File: src/rtl/clock_pkg.sv
// rtl/clock_pkg.sv - shared hour-digit widths, wrap constants and binary-to-BCD helper
package clock_pkg;

  localparam int HH_TENS_W     = 2;
  localparam int HH_UNITS_W    = 4;
  localparam int HH_WRAP_TENS  = 2;
  localparam int HH_WRAP_UNITS = 3;

  // Converts a binary hour 0..23 into {tens, units} BCD, used for reset constants.
  function automatic logic [HH_TENS_W+HH_UNITS_W-1:0] hh_to_bcd(input int hh);
    int t;
    int u;
    t = hh / 10;
    u = hh % 10;
    return {t[HH_TENS_W-1:0], u[HH_UNITS_W-1:0]};
  endfunction

endpackage

File: src/rtl/hh24_counter_bcd_mod24.sv
// rtl/hh24_counter_bcd_mod24.sv - one mod-24 BCD hour register with increment and wrap pulse
module bcd_mod24
  import clock_pkg::*;
(
  input  logic                  i_ck,
  input  logic                  i_reset,
  input  logic [HH_TENS_W-1:0]  i_init_tens,
  input  logic [HH_UNITS_W-1:0] i_init_units,
  input  logic                  i_up,
  output logic [HH_TENS_W-1:0]  o_tens,
  output logic [HH_UNITS_W-1:0] o_units,
  output logic [HH_TENS_W-1:0]  o_next_tens,
  output logic [HH_UNITS_W-1:0] o_next_units,
  output logic                  o_wrap
);

  logic [HH_TENS_W-1:0]  r_tens;
  logic [HH_UNITS_W-1:0] r_units;
  logic                  w_at_wrap;
  logic                  w_illegal;

  assign w_at_wrap = (r_tens == HH_TENS_W'(HH_WRAP_TENS)) && (r_units == HH_UNITS_W'(HH_WRAP_UNITS));
  assign w_illegal = (r_units > 4'd9) || (r_tens == 2'd3) ||
                     ((r_tens == HH_TENS_W'(HH_WRAP_TENS)) && (r_units > HH_UNITS_W'(HH_WRAP_UNITS)));

  // Next state includes reset so the top can register hh_match from it directly.
  always_comb begin
    o_next_tens  = r_tens;
    o_next_units = r_units;
    o_wrap       = 1'b0;
    if (!i_reset) begin
      o_next_tens  = i_init_tens;
      o_next_units = i_init_units;
    end else if (i_up) begin
      if (w_illegal) begin
        o_next_tens  = '0;
        o_next_units = '0;
      end else if (w_at_wrap) begin
        o_next_tens  = '0;
        o_next_units = '0;
        o_wrap       = 1'b1;
      end else if (r_units == 4'd9) begin
        o_next_tens  = r_tens + 2'd1;
        o_next_units = '0;
      end else begin
        o_next_units = r_units + 4'd1;
      end
    end
  end

  always_ff @(posedge i_ck) begin
    r_tens  <= o_next_tens;
    r_units <= o_next_units;
  end

  assign o_tens  = r_tens;
  assign o_units = r_units;

endmodule

File: src/rtl/hh24_counter.sv
// rtl/hh24_counter.sv - clock/alarm hour registers, carry, match and display mux (HH24_12H_DISPLAY_EN)
module hh24_counter
  import clock_pkg::*;
#(
  parameter int CLK_RESET_HH = 0,
  parameter int ALM_RESET_HH = 7
) (
  input  logic                  ck,
  input  logic                  reset,
  input  logic                  up_clock24,
  input  logic                  up_alarm24,
  input  logic                  clock_alarm,
  output logic [HH_TENS_W-1:0]  clk_hh_tens,
  output logic [HH_UNITS_W-1:0] clk_hh_units,
  output logic [HH_TENS_W-1:0]  alm_hh_tens,
  output logic [HH_UNITS_W-1:0] alm_hh_units,
  output logic [HH_TENS_W-1:0]  disp_tens,
  output logic [HH_UNITS_W-1:0] disp_units,
  output logic                  carry_24,
  output logic                  hh_match,
  output logic                  pm
);

  localparam logic [HH_TENS_W+HH_UNITS_W-1:0] CLK_INIT = hh_to_bcd(CLK_RESET_HH);
  localparam logic [HH_TENS_W+HH_UNITS_W-1:0] ALM_INIT = hh_to_bcd(ALM_RESET_HH);

  logic [HH_TENS_W-1:0]  w_clk_next_tens, w_alm_next_tens, w_sel_tens;
  logic [HH_UNITS_W-1:0] w_clk_next_units, w_alm_next_units, w_sel_units;
  logic                  w_clk_wrap, w_alm_wrap_unused;
  logic                  r_carry, r_match;

  bcd_mod24 u_clk (
    .i_ck         (ck),
    .i_reset      (reset),
    .i_init_tens  (CLK_INIT[HH_TENS_W+HH_UNITS_W-1:HH_UNITS_W]),
    .i_init_units (CLK_INIT[HH_UNITS_W-1:0]),
    .i_up         (up_clock24),
    .o_tens       (clk_hh_tens),
    .o_units      (clk_hh_units),
    .o_next_tens  (w_clk_next_tens),
    .o_next_units (w_clk_next_units),
    .o_wrap       (w_clk_wrap)
  );

  bcd_mod24 u_alm (
    .i_ck         (ck),
    .i_reset      (reset),
    .i_init_tens  (ALM_INIT[HH_TENS_W+HH_UNITS_W-1:HH_UNITS_W]),
    .i_init_units (ALM_INIT[HH_UNITS_W-1:0]),
    .i_up         (up_alarm24),
    .o_tens       (alm_hh_tens),
    .o_units      (alm_hh_units),
    .o_next_tens  (w_alm_next_tens),
    .o_next_units (w_alm_next_units),
    .o_wrap       (w_alm_wrap_unused)
  );

  always_ff @(posedge ck) begin
    r_carry <= w_clk_wrap;
    r_match <= (w_clk_next_tens == w_alm_next_tens) && (w_clk_next_units == w_alm_next_units);
  end

  assign carry_24 = r_carry;
  assign hh_match = r_match;

  assign w_sel_tens  = clock_alarm ? clk_hh_tens  : alm_hh_tens;
  assign w_sel_units = clock_alarm ? clk_hh_units : alm_hh_units;

`ifdef HH24_12H_DISPLAY_EN
  logic [4:0] w_sel_bin, w_h12;
  logic       w_h12_ge10;

  assign w_sel_bin  = 5'(w_sel_tens) * 5'd10 + 5'(w_sel_units);
  assign w_h12      = (w_sel_bin == 5'd0) ? 5'd12 :
                      (w_sel_bin > 5'd12) ? (w_sel_bin - 5'd12) : w_sel_bin;
  assign w_h12_ge10 = (w_h12 >= 5'd10);
  assign disp_tens  = w_h12_ge10 ? 2'd1 : 2'd0;
  assign disp_units = 4'(w_h12 - (w_h12_ge10 ? 5'd10 : 5'd0));
  assign pm         = (w_sel_bin >= 5'd12);
`else
  assign disp_tens  = w_sel_tens;
  assign disp_units = w_sel_units;
  assign pm         = 1'b0;
`endif

endmodule
File: config.mk
export PLATFORM = sky130hd
export DESIGN_NAME = hh24_counter
export DESIGN_NICKNAME = d
export VERILOG_FILES = /design/src/rtl/clock_pkg.sv /design/src/rtl/hh24_counter_bcd_mod24.sv /design/src/rtl/hh24_counter.sv
export SDC_FILE = /design/constraint.sdc
export NUM_CORES = 1
export LEC_CHECK = 0
export CAP_MARGIN = 20
export CORE_MARGIN = 2
export CORE_UTILIZATION = 32
export DETAILED_ROUTE_END_ITERATION = 6
export PLACE_DENSITY_LB_ADDON = 0.12
export SYNTH_ARGS = -nofsm -noshare
export SYNTH_HDL_FRONTEND = slang
export SYNTH_SLANG_ARGS = --single-unit
File: constraint.sdc
create_clock -name ck -period 6.4 [get_ports ck]
set_input_delay 0.64 -clock ck [delete_from_list [all_inputs] [get_ports ck]]
set_output_delay 0.64 -clock ck [all_outputs]
set_load 0.01 [all_outputs]
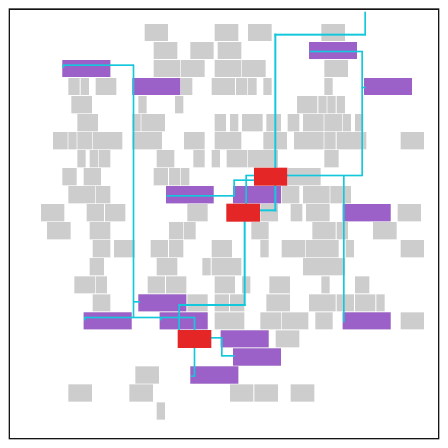
Run 1: clock wires, drivers and flops
- purple: flip-flops (count 14)
- red: clock-net drivers (count 3)
- cyan: clock wires (length 254 um)
- routed clock nets: 4
P_clk: 0.0886 mW
clock skew: 0.00146 ns
clock share of power: 36.4%
clk_lat worst skew: 0.25 ns

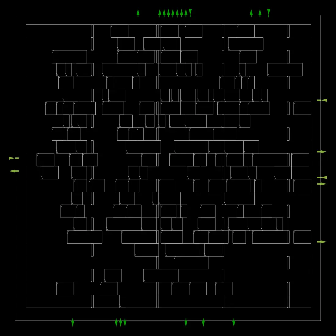
Run 1: cell outlines without signal wires
final non-filler cell total: 199
# rows: 22
flop count: 14
fillers: 382

==> results.cfg, run 1 <==
; implementation run metrics
[logic_synthesis]
synthFlopType = dfxtp_1
ys_seq_share_pct = 23.9
synth_top_cell_by_count = dfxtp_1
common_cells = dfxtp_1, inv_1, nand2_1
top_area_share_pct = 23.9
netlist_area_mm2 = 0.00117
numSynthFlops = 14
synth.distinct_cells = 50
synthArstFlopShare_pct = 0
syn-num-nets = 143
synthCells = 134
ys_sh_xor_pct = 5.96
ys_sh_mux_pct = 4.58
edf_count = 0

[final_timing]
fin_setup_tns_ns = 0
rsz0062_at_grt = false
period_needed_ns = 2.76
final-setup-viol-count = 0
fin_hold_ws_ns = 0.677
hold_viol_final = 0
setup_ws_ns = 3.64
slew_viol_final = 0

[global_routing]
grt_overflow_total = 0
met2_usage_pct = 24.0
met3_usage_pct = 3.30
met1_usage_pct = 19.0
grt_pass1_wl_um = 4770
grt_util_all_layers_pct = 14.9
antenna_found_initial = 0

[layout]
clock_area_share_pct = 3.84
num_antenna_cells = 0
buf_share_pct = 16.8
n_all_buffers = 24
drive_gt1_share_pct = 13.9
comb_share_pct = 53.3
seq_share_pct = 19.5
dominant_cells = multi-input combinational cells
inv_count = 9
seqCellArea_um2 = 280
combGateArea_um2 = 764
nMultiInputCombCells = 100
final_cell_area_mm2 = 0.00143
nClkBuffers = 4

[detailed_routing]
route.detailed.drc = 0
vias = 1053
routedWlPerCell_um = 14.6
wirelength_um = 2910
dr.pass1.iters = 4
vias_per_cell = 5.29

[floorplan]
core_mm2 = 0.00361
taps = 48
fp.dieH_um = 64.6
fp_util_pct = 32.6
pin_count = 26
dieArea_mm2 = 0.00417

[critical_path]
cp_max_fo = 9
critPathArrivalTime_ns = 2.12
startpoint_type = primary input
end_kind = output pin
rrSetupSlack_ns = 4.02
r2r-end = hh_match

[clock_tree]
cts_tree = done
root_buffer = clkbuf_8
cts_buffers = 3
clock_path_buffers = 2
clock-sinks = 14

[run]
cap_violations = 0
tool_warnings = 28

[run_status]
outcome = finished clean

[power]
cellPowerDensity_mw_per_mm2 = 170

[hold_path]
min_from = u_clk.o_tens[0]
whs_path_depth = 2
worstHoldEndpoint = u_clk.o_tens[0]

[place]
placed_cell_area_mm2 = 0.00138
dp.cells = 195
numPortBuffers = 24
place_worst_setup_slack_ns = 3.63
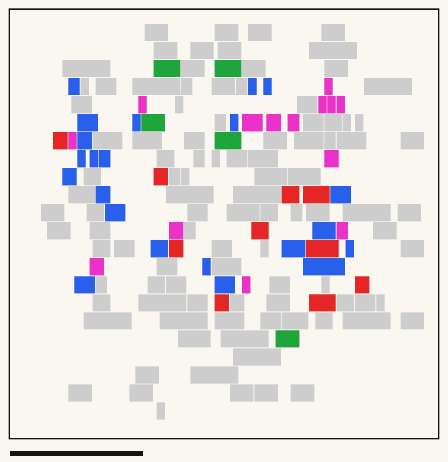
Run 1: logic cells by family
The bar under the picture is 20 um long.
- blue: nand cells (cells 22)
- red: and/or cells (cells 10)
- green: mux cells (cells 5)
- magenta: nor cells (cells 14)

## run 1: worst max-delay path, cell delays in order
cell             delay [ns]
clkdlybuf4s50_1        0.63
mux2_2                 0.38
clkdlybuf4s50_1        0.47
## run 1: report_power, final
group	leakage (nW)	switching, mW	internal (mW)
sequential	0.114	0.0108	0.0911
combinational	0.401	0.0241	0.0290
clock	0.0288	0.0340	0.0546
total	0.544	0.0689	0.175
## run 1: metal layers
| layer | up-vias | part of all wire [%] |
|---|---|---|
| li1 | 526 | - |
| met1 | 500 | 48 |
| met2 | 21 | 47 |
| met3 | 6 | 3.1 |
| met4 | 0 | 2.0 |
| met5 | - | 0 |
==> run 1 -> run 2 <==
clock period = 2.8 ns   (was 6.4 ns; I/O delays follow)
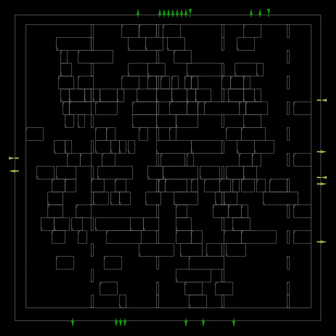
Run 2: cell outlines without signal wires
# Taps: 48
Core ar.: 0.00361 mm^2
flop share of the area: 19.5%
fillers: 374
post-layout util: 39.8%

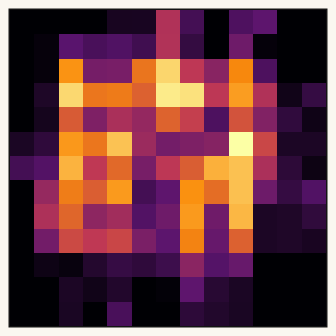
Run 2: wire density map
The die is cut into 13 by 13 equal tiles; black is low, pale yellow is high, scaled to the fullest tile. Values are wire area over tile area, all layers added.
- densest ninth of the die: centre
- nearly empty tiles: 24%
- tiles over half the peak: 24%
routed wire length per instance: 14.5 um
Detailed Route WL: 2890 um
gr usage total: 15.0%

==> results.cfg, run 2 <==
; implementation run metrics
[final_timing]
period_needed_ns = 2.32
skew_ns = 0.00186
final-setup-viol-count = 0
fin_setup_tns_ns = 0
rsz0062_at_grt = false
hold_viol_final = 0
slew_viol_final = 0

[power]
leakage_nw = 0.544
power.share.clock_pct = 36.2
clock_net_power_mw = 0.201
pg_seq_mw = 0.233
seq_power_share_pct = 41.9
p_comb_mw = 0.122
cellPowerDensity_mw_per_mm2 = 387
power_leader = sequential cells
sw_frac_of_total_pct = 28.1
intPower_mw = 0.399
combPwrFrac_pct = 21.9
p_sw_mw = 0.156

[floorplan]
fp.dieH_um = 64.6
pin_count = 26
fp_util_pct = 32.6
dieArea_mm2 = 0.00417
rows = 22

[critical_path]
cp_max_fo = 7
timing.critical_path.buf_inv = 1
timing.rr.start = u_clk.o_tens[0]
crit_chain = inv_1, ha_1, or4_4, nand3_2, nand3_4, o32a_1, a211oi_2, a211oi_2
r2r-end = hh_match
critical_path.top_delay_family = simple AND/OR/NAND/NOR gates
cpPeakStageDelay_ns = 0.49
ff2ff_path_depth = 8
cp_common_cell = a211oi_2
end_kind = flop
cpMaxStageDelayCell = or4_4
rrSetupSlack_ns = 0.48
critPathArrivalTime_ns = 2.46
startpoint_type = flop
crit_start = u_clk.o_tens[0]
crit_cells = 8

[logic_synthesis]
common_cells = dfxtp_1, inv_1, nand2_1
ys_sh_mux_pct = 4.58
synthFlopType = dfxtp_1
synthCells = 134
synth.distinct_cells = 50
synthArstFlopShare_pct = 0
synth_top_cell_by_count = dfxtp_1
synth.comb.largest_family = simple AND/OR/NAND/NOR gates
syn-num-nets = 143
edf_count = 0
ys_sh_xor_pct = 5.96
syn_avg_cell_area_um2 = 8.77
netlist_area_mm2 = 0.00117
top_area_share_pct = 23.9
ys_cells = 134
ys_seq_share_pct = 23.9
synthAdderAreaFrac_pct = 4.26
numSynthFlops = 14

[run_status]
outcome = finished clean

[detailed_routing]
route.detailed.drc = 0
route.met2.wl_um = 1390
dr.pass1.iters = 4
vias_per_cell = 5.14
highest_layer = met4
initialDrtViolationCount = 48
vias = 1022
wl_met1_um = 1400
ant_nets = 0
dr_wl_met3_um = 63

[clock_tree]
cts_tree = done
clkTransAtPathRegs_ns = 0.06
clock_path_buffers = 2
clk_latency_ns = 0.25
h-tree-depth = 1
cts_buffers = 3
clock-sinks = 14
postCtsHoldBufs = 0
root_buffer = clkbuf_8

[layout]
drive_gt1_share_pct = 13.9
comb_share_pct = 53.3
combGateArea_um2 = 764
nMultiInputCombCells = 100
seq_cell_count = 14
final_nets = 161
buf_share_pct = 16.8
nClkBuffers = 4
inv_count = 9
clock_area_share_pct = 3.84
n_all_buffers = 24
num_antenna_cells = 0
dominant_cells = multi-input combinational cells
seqCellArea_um2 = 280
synthToLayoutAreaGrowth_pct = 22.0
layout_top_cell = clkdlybuf4s50_1

[global_routing]
grt_pass1_wl_um = 4870
met2_usage_pct = 23.4
antenna_found_initial = 0
grt_overflow_total = 0
met3_usage_pct = 2.60
met1_usage_pct = 20.6

[hold_path]
min_from = u_clk.o_tens[0]
worstHoldEndpoint = u_clk.o_tens[0]
whs_path_depth = 2

[run]
cap_violations = 0
tool_warnings = 28

[place]
numPortBuffers = 24
gp_congestion = 0.826
run 2: cell counts in the layout (fill, tap and decap cells not counted):
Identical to the previous run, type by type.
run 2: per-stage QoR:
| step | cell area, um^2 | cells | hold WS, ns | setup slack, ns |
|---|---|---|---|---|
| finish | 1430 | 199 | 0.653 | 0.476 |
| detailed placement | 1380 | 195 | 0.632 | 0.403 |
| floorplan | 1170 | 134 | 0.551 | 0.583 |
| CTS | 1430 | 199 | 0.652 | 0.457 |
| global placement | 1380 | 195 | 0.655 | 0.412 |
| global route | 1430 | 199 | 0.699 | 0.336 |
run 2: kinds of logic after synthesis:
logic type      after synthesis
other cells                   1
xor+xnor                      8
fa+ha+maj                     4
flops                        14
mux                           5
compound gates               36
buf+inv                      20
simple gates                 46
==> run 2 -> run 3 <==
clock period = 2.4 ns   (was 2.8 ns; I/O delays follow)
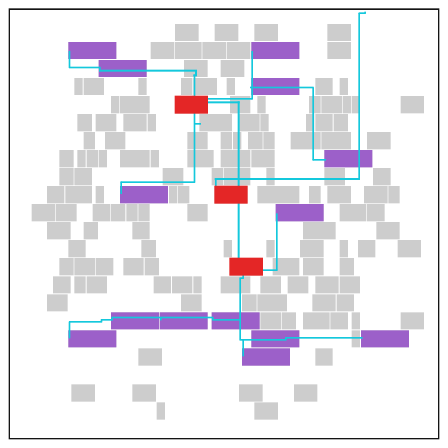
Run 3: clock wires, drivers and flops
- red: clock-net drivers (count 3)
- cyan: clock wires (length 253 um)
- purple: flip-flops (count 14)
- routed clock nets: 4

==> results.cfg, run 3 <==
; implementation run metrics
[critical_path]
critical_path.top_delay_family = simple AND/OR/NAND/NOR gates
crit_cells = 8
critPathArrivalTime_ns = 2.33
cpPeakStageDelay_ns = 0.49
ff2ff_path_depth = 8
crit_start = u_clk.o_tens[0]
startpoint_type = flop
cpMaxStageDelayCell = or4_4
r2r-end = hh_match
end_kind = flop
timing.critical_path.buf_inv = 1
cp_max_fo = 6
crit_chain = inv_1, ha_1, or4_4, nand3_2, nand3_4, o32a_1, a211oi_2, a211oi_2
cp_common_cell = a211oi_2
timing.rr.start = u_clk.o_tens[0]

[power]
clock_net_power_mw = 0.238
p_sw_mw = 0.185
intPower_mw = 0.467
pg_seq_mw = 0.271
sw_frac_of_total_pct = 28.4
ir_drop_uv = 229
seq_power_share_pct = 41.5
leakage_nw = 0.560
power.share.clock_pct = 36.4
power_leader = sequential cells
p_comb_mw = 0.144

[logic_synthesis]
synthCells = 134
syn_avg_cell_area_um2 = 8.77
synth_top_cell_by_count = dfxtp_1
synthFlopType = dfxtp_1
synthArstFlopShare_pct = 0
edf_count = 0
ys_cells = 134
syn-num-nets = 143
top_area_share_pct = 23.9
common_cells = dfxtp_1, inv_1, nand2_1
ys_seq_share_pct = 23.9

[floorplan]
pin_count = 26
taps = 48
fp_util_pct = 32.6
fp.dieH_um = 64.6
dieArea_mm2 = 0.00417
rows = 22

[run]
cap_violations = 0
tool_warnings = 28

[layout]
synthToLayoutAreaGrowth_pct = 24.0
nClkBuffers = 4
dominant_cells = multi-input combinational cells
drive_gt1_share_pct = 15.6
comb_share_pct = 52.5
seq_cell_count = 14
layout_top_cell = clkdlybuf4s50_1
clock_area_share_pct = 3.78
nMultiInputCombCells = 100
combGateArea_um2 = 764
num_antenna_cells = 0
final_nets = 164
fillerInstances = 369
n_all_buffers = 27
inv_count = 9
seq_share_pct = 19.2
seqCellArea_um2 = 280
buf_share_pct = 18.0
stdcell_count = 202

[global_routing]
grt_pass1_wl_um = 4790
antenna_found_initial = 0
grt_overflow_total = 0
met3_usage_pct = 3.30
met1_usage_pct = 19.5

[final_timing]
fin_setup_tns_ns = 0
period_needed_ns = 2.19
final-setup-viol-count = 0
slew_viol_final = 0
rsz0062_at_grt = false
skew_ns = 0.00508
hold_viol_final = 0
fin_hold_ws_ns = 0.705

[detailed_routing]
highest_layer = met4
route.met2.wl_um = 1380
dr_wl_met3_um = 76
initialDrtViolationCount = 85
wirelength_um = 2940
ant_nets = 0
vias_per_cell = 5.21
vias = 1052
routedWlPerCell_um = 14.5
dr.pass1.iters = 5
route.detailed.drc = 0

[clock_tree]
clk_latency_ns = 0.25
cts_tree = done
root_buffer = clkbuf_8
postCtsHoldBufs = 0
clock-sinks = 14
h-tree-depth = 1
clkTransAtPathRegs_ns = 0.06
clock_path_buffers = 2

[run_status]
outcome = finished clean

[place]
dp.cells = 198
numPortBuffers = 24

[hold_path]
min_from = u_alm.o_units[0]
worstHoldEndpoint = u_alm.o_units[0]
whs_path_depth = 2
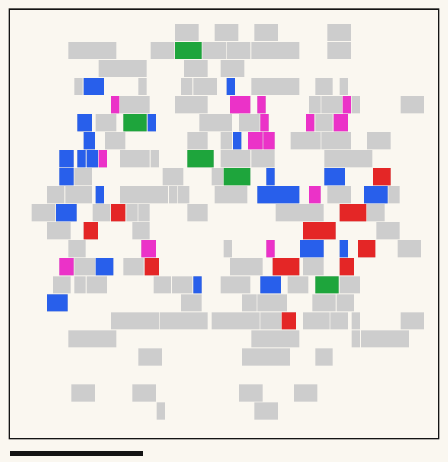
Run 3: logic cells by family
The bar under the picture is 20 um long.
- magenta: nor cells (cells 14)
- red: and/or cells (cells 10)
- green: mux cells (cells 5)
- blue: nand cells (cells 22)

[run 3: cell count changes in the layout (fill, tap and decap cells not counted), sizes merged]
cell | previous run | this run
buf | 0 | 3
[run 3: cell families (layout without fill, tap and decap cells)]
kind of cell	count (synthesis)	count (layout)	synth area share (%)
and+or+nand+nor	46	46	25.6
AOI/OAI and AO/OA	36	36	24.4
buffers and inverters	20	40	11.1
DFF	14	14	23.9
xor gates and xnor gates	8	8	5.96
muxes	5	5	4.58
adders and majority gates	4	4	4.26
other	1	1	0.319
[run 3: per-stage QoR]
stage | util, % | setup slack (ns) | area, um^2
after floorplan | - | 0.183 | 1170
after global placement | 38.9 | 0.134 | 1400
after detailed placement | 38.9 | 0.0949 | 1400
after CTS | 40.4 | 0.172 | 1460
after global routing | 40.4 | 0.0799 | 1460
final | 40.4 | 0.205 | 1460
Power and IR drop assume default switching activity.
